**Run 1: wires at chosen ports, followed through buffers**

Scale bar: 20 µm.
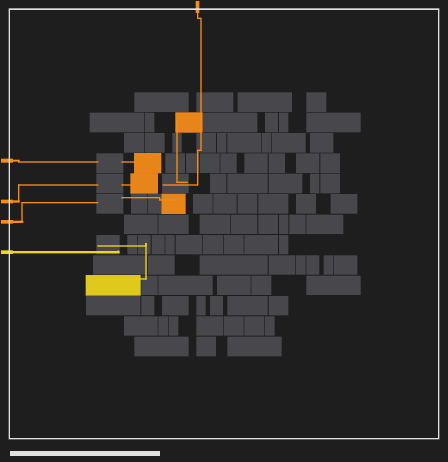
**Run 1: gate-type map**

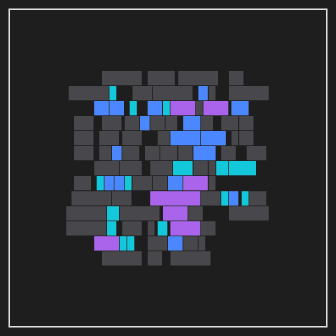
**Run 1: sequential cells coloured by netlist name**

Scale bar: 20 µm.
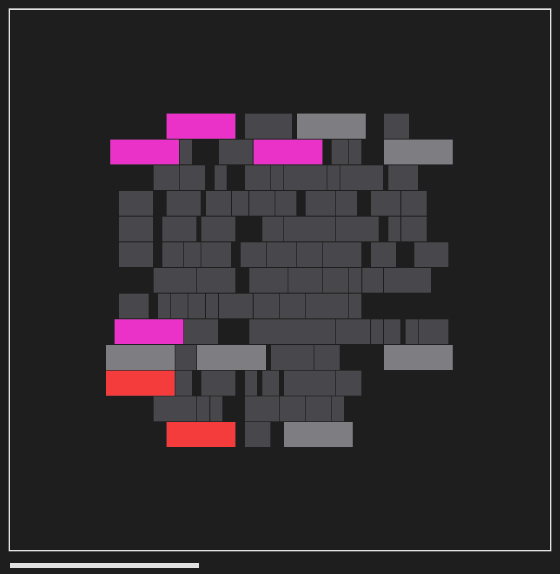
`src/rtl/four_bit_serial_tx_if.sv`:
```
// Purpose : parallel word handshake into the serial transmitter (word + valid/ready).
// Latency : n/a (signal bundle only).
// Backpressure: producer holds d_valid/d_in until it sees d_ready high at a clock edge.
//
// Signals:
//   d_in    - parallel word to transmit (producer -> transmitter)
//   d_valid - d_in holds a word to send (producer -> transmitter)
//   d_ready - transmitter can accept a word this cycle (transmitter -> producer)
interface four_bit_serial_tx_if #(
  parameter int DATA_W = 4
);
  logic [DATA_W-1:0] d_in;
  logic              d_valid;
  logic              d_ready;

  // Producer side: drives the word and valid, watches ready.
  modport master (
    output d_in,
    output d_valid,
    input  d_ready
  );

  // Transmitter side: samples the word and valid, drives ready.
  modport slave (
    input  d_in,
    input  d_valid,
    output d_ready
  );
endinterface

```
`src/rtl/four_bit_serial_tx.sv`:
```
// Purpose : parallel-in serial-out transmitter; frame = start(0), DATA_W bits LSB first, stop(1).
// Latency : line goes low 1 cycle after the accepting edge; frame lasts (DATA_W+2)*CLKS_PER_BIT cycles.
// Backpressure: d_ready only in IDLE (and never during rst); words offered while busy are held off.
//
// Ports:
//   clk    - system clock, all state changes on the rising edge
//   rst    - synchronous active-high reset
//   in_if  - slave side of the word handshake (d_in, d_valid, d_ready)
//   tx_out - serial line, registered, idles high
//   busy   - registered, high for every cycle of a frame (START, DATA, STOP)
module four_bit_serial_tx #(
  parameter int DATA_W       = 4,
  parameter int CLKS_PER_BIT = 4
) (
  input  logic                 clk,
  input  logic                 rst,
  four_bit_serial_tx_if.slave  in_if,
  output logic                 tx_out,
  output logic                 busy
);

  // Counters are sized to the largest value they hold so neither can wrap
  // inside a bit period or a frame; a 1-bit floor keeps the degenerate
  // CLKS_PER_BIT=1 / DATA_W=1 builds legal.
  localparam int DIV_W = (CLKS_PER_BIT > 1) ? $clog2(CLKS_PER_BIT) : 1;
  localparam int BIT_W = (DATA_W > 1) ? $clog2(DATA_W) : 1;

  localparam logic [DIV_W-1:0] DIV_LAST = DIV_W'(CLKS_PER_BIT - 1);
  localparam logic [BIT_W-1:0] BIT_LAST = BIT_W'(DATA_W - 1);

  typedef enum logic [1:0] {
    IDLE  = 2'd0,
    START = 2'd1,
    DATA  = 2'd2,
    STOP  = 2'd3
  } state_t;

  state_t              state_q, state_d;
  logic [DATA_W-1:0]   shift_q, shift_d;
  logic [DIV_W-1:0]    div_q,   div_d;
  logic [BIT_W-1:0]    bit_q,   bit_d;
  logic                tx_q,    tx_d;
  logic                busy_q,  busy_d;

  logic                d_ready_w;
  logic                accept;
  logic                bit_end;

  // Ready is the only combinational output; gating with rst guarantees a
  // word offered together with reset is never considered taken.
  assign d_ready_w     = (state_q == IDLE) && !rst;
  assign in_if.d_ready = d_ready_w;

  assign accept  = in_if.d_valid && d_ready_w;
  assign bit_end = (div_q == DIV_LAST);

  assign tx_out = tx_q;
  assign busy   = busy_q;

  // State register.
  always_ff @(posedge clk) begin
    if (rst) begin
      state_q <= IDLE;
      shift_q <= '0;
      div_q   <= '0;
      bit_q   <= '0;
      tx_q    <= 1'b1;
      busy_q  <= 1'b0;
    end else begin
      state_q <= state_d;
      shift_q <= shift_d;
      div_q   <= div_d;
      bit_q   <= bit_d;
      tx_q    <= tx_d;
      busy_q  <= busy_d;
    end
  end

  // Next-state and registered-output logic. tx_d/busy_d are the line level
  // and busy flag for the *next* cycle, so each transition also sets the
  // level the new state drives in its first cycle.
  always_comb begin
    state_d = state_q;
    shift_d = shift_q;
    div_d   = div_q;
    bit_d   = bit_q;
    tx_d    = tx_q;
    busy_d  = busy_q;

    unique case (state_q)
      IDLE: begin
        tx_d   = 1'b1;
        busy_d = 1'b0;
        if (accept) begin
          // Capture the word now; later changes on d_in cannot reach the line.
          shift_d = in_if.d_in;
          div_d   = '0;
          bit_d   = '0;
          state_d = START;
          tx_d    = 1'b0;
          busy_d  = 1'b1;
        end
      end

      START: begin
        if (bit_end) begin
          div_d   = '0;
          bit_d   = '0;
          state_d = DATA;
          tx_d    = shift_q[0];
        end else begin
          div_d = div_q + DIV_W'(1);
        end
      end

      DATA: begin
        if (bit_end) begin
          div_d   = '0;
          shift_d = shift_q >> 1;
          if (bit_q == BIT_LAST) begin
            // Bit counter stops at its last value rather than wrapping.
            state_d = STOP;
            tx_d    = 1'b1;
          end else begin
            bit_d = bit_q + BIT_W'(1);
            tx_d  = shift_d[0];
          end
        end else begin
          div_d = div_q + DIV_W'(1);
        end
      end

      STOP: begin
        if (bit_end) begin
          div_d   = '0;
          state_d = IDLE;
          tx_d    = 1'b1;
          busy_d  = 1'b0;
        end else begin
          div_d = div_q + DIV_W'(1);
        end
      end

      default: begin
        state_d = IDLE;
        tx_d    = 1'b1;
        busy_d  = 1'b0;
      end
    endcase
  end

endmodule

```
`src/flat_wrapper.sv`:
```
// flat-port wrapper written by rule: the top's interface ports become plain ports
module four_bit_serial_tx_flat 
#(
  parameter int DATA_W       = 4,
  parameter int CLKS_PER_BIT = 4
)
  (clk, rst, tx_out, busy, in_if_d_in, in_if_d_valid, in_if_d_ready);
  four_bit_serial_tx_if #(.DATA_W(DATA_W)) in_if_i ();
  input  logic clk;
  input  logic rst;
  output logic tx_out;
  output logic busy;
  input wire logic [$bits(in_if_i.d_in)-1:0] in_if_d_in;
  input wire logic [$bits(in_if_i.d_valid)-1:0] in_if_d_valid;
  output wire logic [$bits(in_if_i.d_ready)-1:0] in_if_d_ready;
  assign in_if_i.d_in = in_if_d_in;
  assign in_if_i.d_valid = in_if_d_valid;
  assign in_if_d_ready = in_if_i.d_ready;
  four_bit_serial_tx #(.DATA_W(DATA_W), .CLKS_PER_BIT(CLKS_PER_BIT)) u_core (.clk(clk), .rst(rst), .in_if(in_if_i), .tx_out(tx_out), .busy(busy));
endmodule
```
`config.mk`:
```
export PLATFORM = sky130hd
export DESIGN_NAME = four_bit_serial_tx_flat
export DESIGN_NICKNAME = d
export VERILOG_FILES = /design/src/rtl/four_bit_serial_tx_if.sv /design/src/rtl/four_bit_serial_tx.sv /design/src/flat_wrapper.sv
export SDC_FILE = /design/constraint.sdc
export NUM_CORES = 1
export LEC_CHECK = 0
export CAP_MARGIN = 30
export CORE_MARGIN = 10
export CORE_UTILIZATION = 51
export CTS_CLUSTER_DIAMETER = 30
export CTS_CLUSTER_SIZE = 10
export DETAILED_ROUTE_END_ITERATION = 8
export PLACE_DENSITY = 0.75
export SYNTH_ARGS = -nofsm -noshare
export SYNTH_HDL_FRONTEND = slang
export SYNTH_SLANG_ARGS = --single-unit
```
`constraint.sdc`:
```
create_clock -name clk -period 1.73 [get_ports clk]
set_input_delay 0.519 -clock clk [delete_from_list [all_inputs] [get_ports clk]]
set_output_delay 0.519 -clock clk [all_outputs]
set_load 0.02 [all_outputs]
```
==> results.py, run 1 <==
# Synthesis and PnR figures
metrics = {
    "setup_path": {
        "cp_max_fo": 2,
        "crit_chain": "inv_1, ha_2, inv_1, nor2_2, buf_4",
        "crit_top_cell": "inv_1",
        "cp_slowest_cell": "dfxtp_1",
        "worstPathArrival_ns": 1.11,
        "critical_path_required_ns": 1.21,
        "crit_buf_inv": 3,
        "cp_num_cells": 5,
        "worst_path_largest_cell_delay_ns": 0.32,
    },
    "synth": {
        "syn_avg_cell_area_um2": 9.409,
        "ys_sh_xor_pct": 0,
        "synth-warning-count": 0,
        "synth_top_area_share_pct": 34.04,
        "topCellsByArea": "dfxtp_1 (34%), ha_1 (12%), mux2i_1 (9.9%)",
        "synth_cell_types": 26,
        "common_cells": "dfxtp_1 (12), nor2_1 (10), ha_1 (7), mux2i_1 (7)",
        "ys.flop_type": "dfxtp_1",
        "synthAdderAreaFrac_pct": 12.41,
        "yosysMostFrequentCell": "dfxtp_1",
        "ys_seq_share_pct": 34.04,
        "yosysTopAreaCell": "dfxtp_1",
        "ys_area_um2": 705.7,
        "ys_sh_aoi_pct": 19.68,
        "ys_cells": 75,
    },
    "finish": {
        "fill_cells": 104,
        "nets": 112,
        "drive_gt1_share_pct": 28.87,
        "largest_class": "combinational gates",
        "nClkBuffers": 4,
        "lay_top_cells": "dfxtp_1 (12), buf_4 (11), nor2_1 (9)",
        "n_all_buffers": 20,
        "ff_count": 12,
    },
    "drt": {
        "wl_met1_um": 660,
        "drt_iter0_markers": 14,
        "met3_wirelength_um": 113,
        "vias_per_cell": 5.366,
        "dr_wl_met2_um": 671,
        "routedWlPerCell_um": 12.99,
        "top_layer": "met4",
    },
    "floorplan": {
        "core_region_area_um2": 1301,
        "die_w_um": 57.20,
        "placementRows": 13,
        "fp_util_pct": 54.23,
        "taps": 15,
    },
    "power_and_ir_drop": {
        "p_sw_uw": 570.4,
        "maxPowerGroup": "combinational logic",
        "power_frac_seq_pct": 26.3,
        "clockPowerShare_pct": 15.0,
        "power_mw": 1.501,
        "p_comb_uw": 881,
    },
    "timing": {
        "whs_ns": 0.4610,
        "slew_violations": 0,
        "slew_headroom_pct": 83.76,
        "fin_crit_ns": 1.633,
        "worst_clock_skew_ns": 0.01069,
        "hold_viol": 0,
        "finalSetupViolCount": 0,
        "rsz0062_at_grt": "no",
    },
    "status": {
        "status": "complete, no violations",
    },
    "hold_path": {
        "hold_class": "reg2reg",
        "whs_path_depth": 2,
        "whs_endpoint": "u_core.bit_q[1]",
    },
    "clock_tree": {
        "htreeDepth": 1,
        "clk_latency_ns": 0.27,
        "cts_buffers": 3,
        "post_cts_buffers": 0,
        "clkTransAtPathRegs_ns": 0.09,
        "cts.path.max_buffers": 2,
        "clock-sinks": 12,
        "cts_resized": 7,
    },
    "global_routing": {
        "grt_max_degree": 14,
        "grt.busiest_layer": "met2",
        "grt_antenna_before_repair": 0,
        "grt_first_pass_wirelength_mm": 2.470,
        "met2_usage_pct": 14.11,
    },
    "placement": {
        "routabilityCongestion": 0.7923,
        "dpl.hpwl_mm": 1.124,
        "place_ws_ns": -0.4841,
        "place_area_um2": 885.9,
    },
}
## Picture notes: 'wires at chosen ports, followed through buffers'
legend:
  in_if_d_in:
    colour: orange
    bits: 4
    direction: input
    end_cells: 4
    wire: 87.7 µm
  tx_out:
    colour: yellow
    bits: 1
    direction: output
    end_cells: 1
    wire: 26.7 µm
Ports: 10
port bufs: 9

## Picture notes: 'gate-type map'
legend:
  aoi and oai cells:
    colour: blue
    cells: 16
    where: centre
  nor cells:
    colour: cyan
    cells: 15
  fa/ha/maj cells:
    colour: purple
    cells: 7
logic share of the area: 49.14%
Final Non-Filler Cells: 112
Commonest Layout Cell: dfxtp_1

## Picture notes: 'sequential cells coloured by netlist name'
legend:
  u_core.div_q:
    colour: red
    placed_flops: 2
  u_core.shift_q:
    colour: magenta
    placed_flops: 4
Seq area share: 25.43%
Final Core Density: 72.60%

**Run 1: close-up of the layout**

Scale bar: 10 µm. Window x 2 to 27, y 2 to 27 µm. Cells in grey, sequential cells in the stronger grey; small squares are vias.
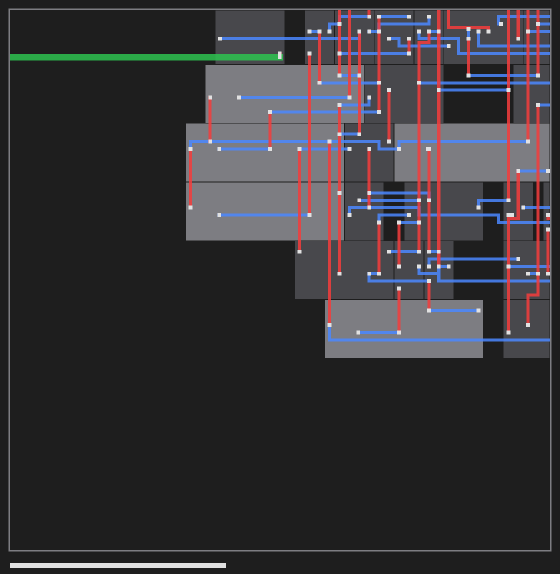

==> run 1 -> run 2 <==
- CELL_PAD_IN_SITES_DETAIL_PLACEMENT: default -> 0
- CELL_PAD_IN_SITES_GLOBAL_PLACEMENT: default -> 1
- CORE_ASPECT_RATIO: default -> 0.8
- CORE_UTILIZATION: 51 -> 39
- PLACE_DENSITY: 0.75 -> default
- PLACE_DENSITY_LB_ADDON: default -> 0.1
**Run 2: close-up of the layout**

Scale bar: 10 µm. Window x 4 to 29, y 2 to 27 µm. Cells in grey, sequential cells in the stronger grey; small squares are vias.
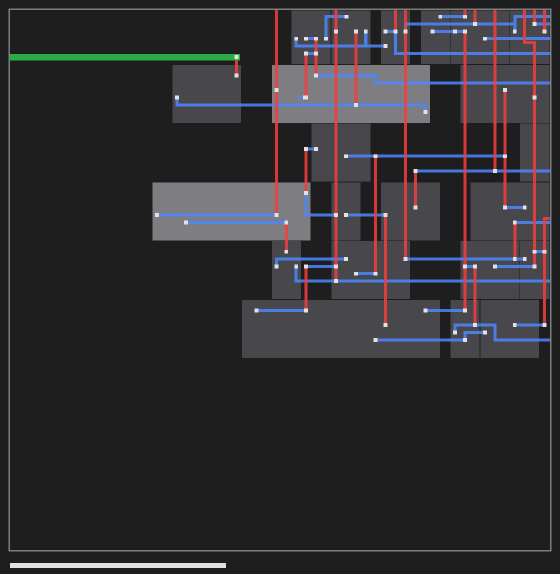
legend:
  metal 3:
    colour: green
  metal 1:
    colour: blue
  metal 2:
    colour: red
netlist names of flops here include: u_core.state_q (1), u_core.tx_out (1)
sequential cells in the window: 2
most frequent: buf_4 (5)
cells with their middle in the window: 20

==> run 2 against run 1 <==
  * Maximum frequency up 1.2%
  * Clock power up 2%
  * Hold slack worse by 0.0027 ns
  * Register-to-register slack about the same
  * Global-route usage down 0.47 points
  * Sequential power increased by 2%
  * Highest routed layer unchanged
==> results.py, run 2 <==
# Synthesis and PnR figures
metrics = {
    "power_and_ir_drop": {
        "power_mw": 1.497,
        "power_frac_seq_pct": 26.9,
        "maxPowerGroup": "combinational logic",
        "clockPowerShare_pct": 15.3,
        "p_sw_uw": 573.7,
    },
    "timing": {
        "fin_crit_ns": 1.613,
        "slew_violations": 0,
        "slew_headroom_pct": 82.62,
    },
    "clock_tree": {
        "post_cts_buffers": 0,
        "cts_buffers": 3,
        "clk_latency_ns": 0.28,
        "htreeDepth": 1,
        "cts_resized": 6,
        "cts.path.max_buffers": 2,
    },
    "finish": {
        "comb_share_pct": 48.87,
        "largest_class": "combinational gates",
        "nClkBuffers": 4,
        "final_cells": 118,
        "n_all_buffers": 19,
        "ff_count": 12,
        "fill_cells": 170,
        "lay_top_count": "dfxtp_1",
        "drive_gt1_share_pct": 30.21,
        "seq_area_share_pct": 25.56,
        "fin_util_pct": 56.39,
        "nets": 111,
    },
    "setup_path": {
        "cp_num_cells": 5,
        "critical_path_required_ns": 1.21,
        "cp_max_fo": 2,
        "crit_chain": "inv_2, ha_4, inv_1, nor2_1, buf_4",
        "worstPathArrival_ns": 1.09,
        "worst_path_largest_cell_delay_ns": 0.34,
    },
    "drt": {
        "routedWlPerCell_um": 12.92,
        "drt_iter0_markers": 7,
        "vias_per_cell": 4.898,
        "top_layer": "met4",
        "dr_wl_met2_um": 638,
        "wl_met1_um": 769,
    },
    "floorplan": {
        "io_pins": 10,
        "taps": 22,
        "placementRows": 13,
        "fp_util_pct": 42.12,
        "core_region_area_um2": 1675,
    },
    "global_routing": {
        "grt_first_pass_wirelength_mm": 2.615,
        "grt_max_degree": 14,
        "met2_usage_pct": 12.72,
        "grt_antenna_before_repair": 0,
    },
    "synth": {
        "syn_avg_cell_area_um2": 9.409,
        "topCellsByArea": "dfxtp_1 (34%), ha_1 (12%), mux2i_1 (9.9%)",
        "yosysMostFrequentCell": "dfxtp_1",
        "ys_cells": 75,
        "ys_sh_xor_pct": 0,
        "synth_top_area_share_pct": 34.04,
        "synthAdderAreaFrac_pct": 12.41,
        "synth-warning-count": 0,
        "synth_cell_types": 26,
        "common_cells": "dfxtp_1 (12), nor2_1 (10), ha_1 (7), mux2i_1 (7)",
        "ys_seq_share_pct": 34.04,
        "ys_area_um2": 705.7,
    },
    "placement": {
        "port_buffers": 9,
        "place_ws_ns": -0.4486,
        "dpl.hpwl_mm": 1.172,
        "place_area_um2": 887.1,
        "routabilityCongestion": 0.7334,
    },
    "status": {
        "status": "complete, no violations",
    },
    "hold_path": {
        "whs_path_depth": 2,
        "hold_class": "reg2reg",
    },
}
**Run 2: gate-type map**

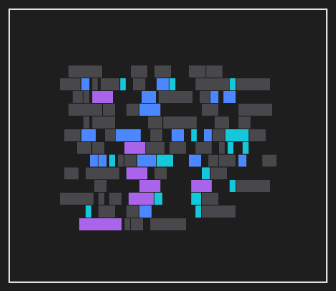

==> run 2 -> run 3 <==
- GPL_ROUTABILITY_DRIVEN: default -> 1
- SETUP_SLACK_MARGIN: default -> 0.3
**Run 3: gate-type map**

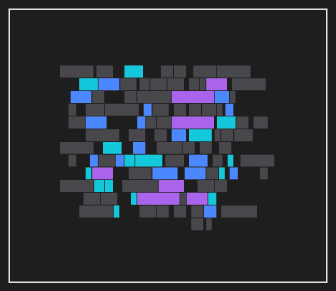
legend:
  nor cells:
    colour: cyan
    cells: 15
  fa/ha/maj cells:
    colour: purple
    cells: 7
  aoi and oai cells:
    colour: blue
    cells: 16
Final Non-Filler Cells: 124
logic share of the area: 51.63%
Commonest Layout Cell: buf_4

==> run 3 against run 2 <==
  * Via count grew 10%
  * Synthesized cell count is the same
  * Cell area grew 14%
  * Critical path type unchanged
  * Critical endpoint unchanged
  * Largest cell class unchanged
==> results.py, run 3 <==
# Synthesis and PnR figures
metrics = {
    "status": {
        "status": "complete, no violations",
    },
    "clock_tree": {
        "clkTransAtPathRegs_ns": 0.08,
        "cts_resized": 24,
        "clk_latency_ns": 0.27,
        "htreeDepth": 1,
        "cts_buffers": 3,
        "post_cts_buffers": 3,
    },
    "floorplan": {
        "io_pins": 10,
        "fp_util_pct": 42.12,
        "placementRows": 13,
        "core_region_area_um2": 1675,
        "taps": 22,
    },
    "finish": {
        "nets": 117,
        "n_all_buffers": 25,
        "fin_util_pct": 64.08,
        "fill_cells": 131,
        "drive_gt1_share_pct": 50.00,
        "seq_area_share_pct": 22.61,
        "ff_count": 12,
        "nClkBuffers": 4,
        "largest_class": "combinational gates",
    },
    "synth": {
        "syn_avg_cell_area_um2": 9.409,
        "common_cells": "dfxtp_1 (12), nor2_1 (10), ha_1 (7), mux2i_1 (7)",
        "edf_count": 0,
        "ys_sh_xor_pct": 0,
        "ys_area_um2": 705.7,
        "ys_cells": 75,
        "yosysMostFrequentCell": "dfxtp_1",
        "synth_cell_types": 26,
        "synth-warning-count": 0,
        "ys_seq_share_pct": 34.04,
        "topCellsByArea": "dfxtp_1 (34%), ha_1 (12%), mux2i_1 (9.9%)",
    },
    "drt": {
        "dr_wl_met2_um": 800,
        "top_layer": "met4",
        "routedWlPerCell_um": 14.34,
        "vias_per_cell": 5.145,
        "drt_iter0_markers": 8,
    },
    "hold_path": {
        "hold_class": "reg2reg",
        "whs_path_depth": 2,
        "hold_start": "u_core.bit_q[1]",
    },
    "timing": {
        "slew_headroom_pct": 83.50,
        "worst_clock_skew_ns": 0.001692,
        "fin_crit_ns": 1.580,
        "slew_violations": 0,
        "finalSetupViolCount": 0,
    },
    "setup_path": {
        "crit_chain": "inv_2, ha_4, inv_4, nor2_4, buf_6",
        "cp_num_cells": 5,
        "worstPathArrival_ns": 1.06,
        "critical_path_required_ns": 1.21,
        "cp_max_fo": 2,
        "worst_path_largest_cell_delay_ns": 0.33,
    },
    "placement": {
        "routabilityCongestion": 0.7293,
        "place_ws_ns": -0.5099,
        "place_area_um2": 939.7,
        "dpl.hpwl_mm": 1.251,
        "port_buffers": 9,
    },
    "global_routing": {
        "grt_antenna_before_repair": 0,
        "grt.busiest_layer": "met2",
        "met2_usage_pct": 13.12,
        "grt_max_degree": 14,
        "grt_first_pass_wirelength_mm": 2.815,
    },
    "power_and_ir_drop": {
        "maxPowerGroup": "combinational logic",
        "power_mw": 1.796,
        "power_frac_seq_pct": 23.2,
        "p_sw_uw": 725.1,
    },
}
Power is estimated from default activity; no workload was simulated.
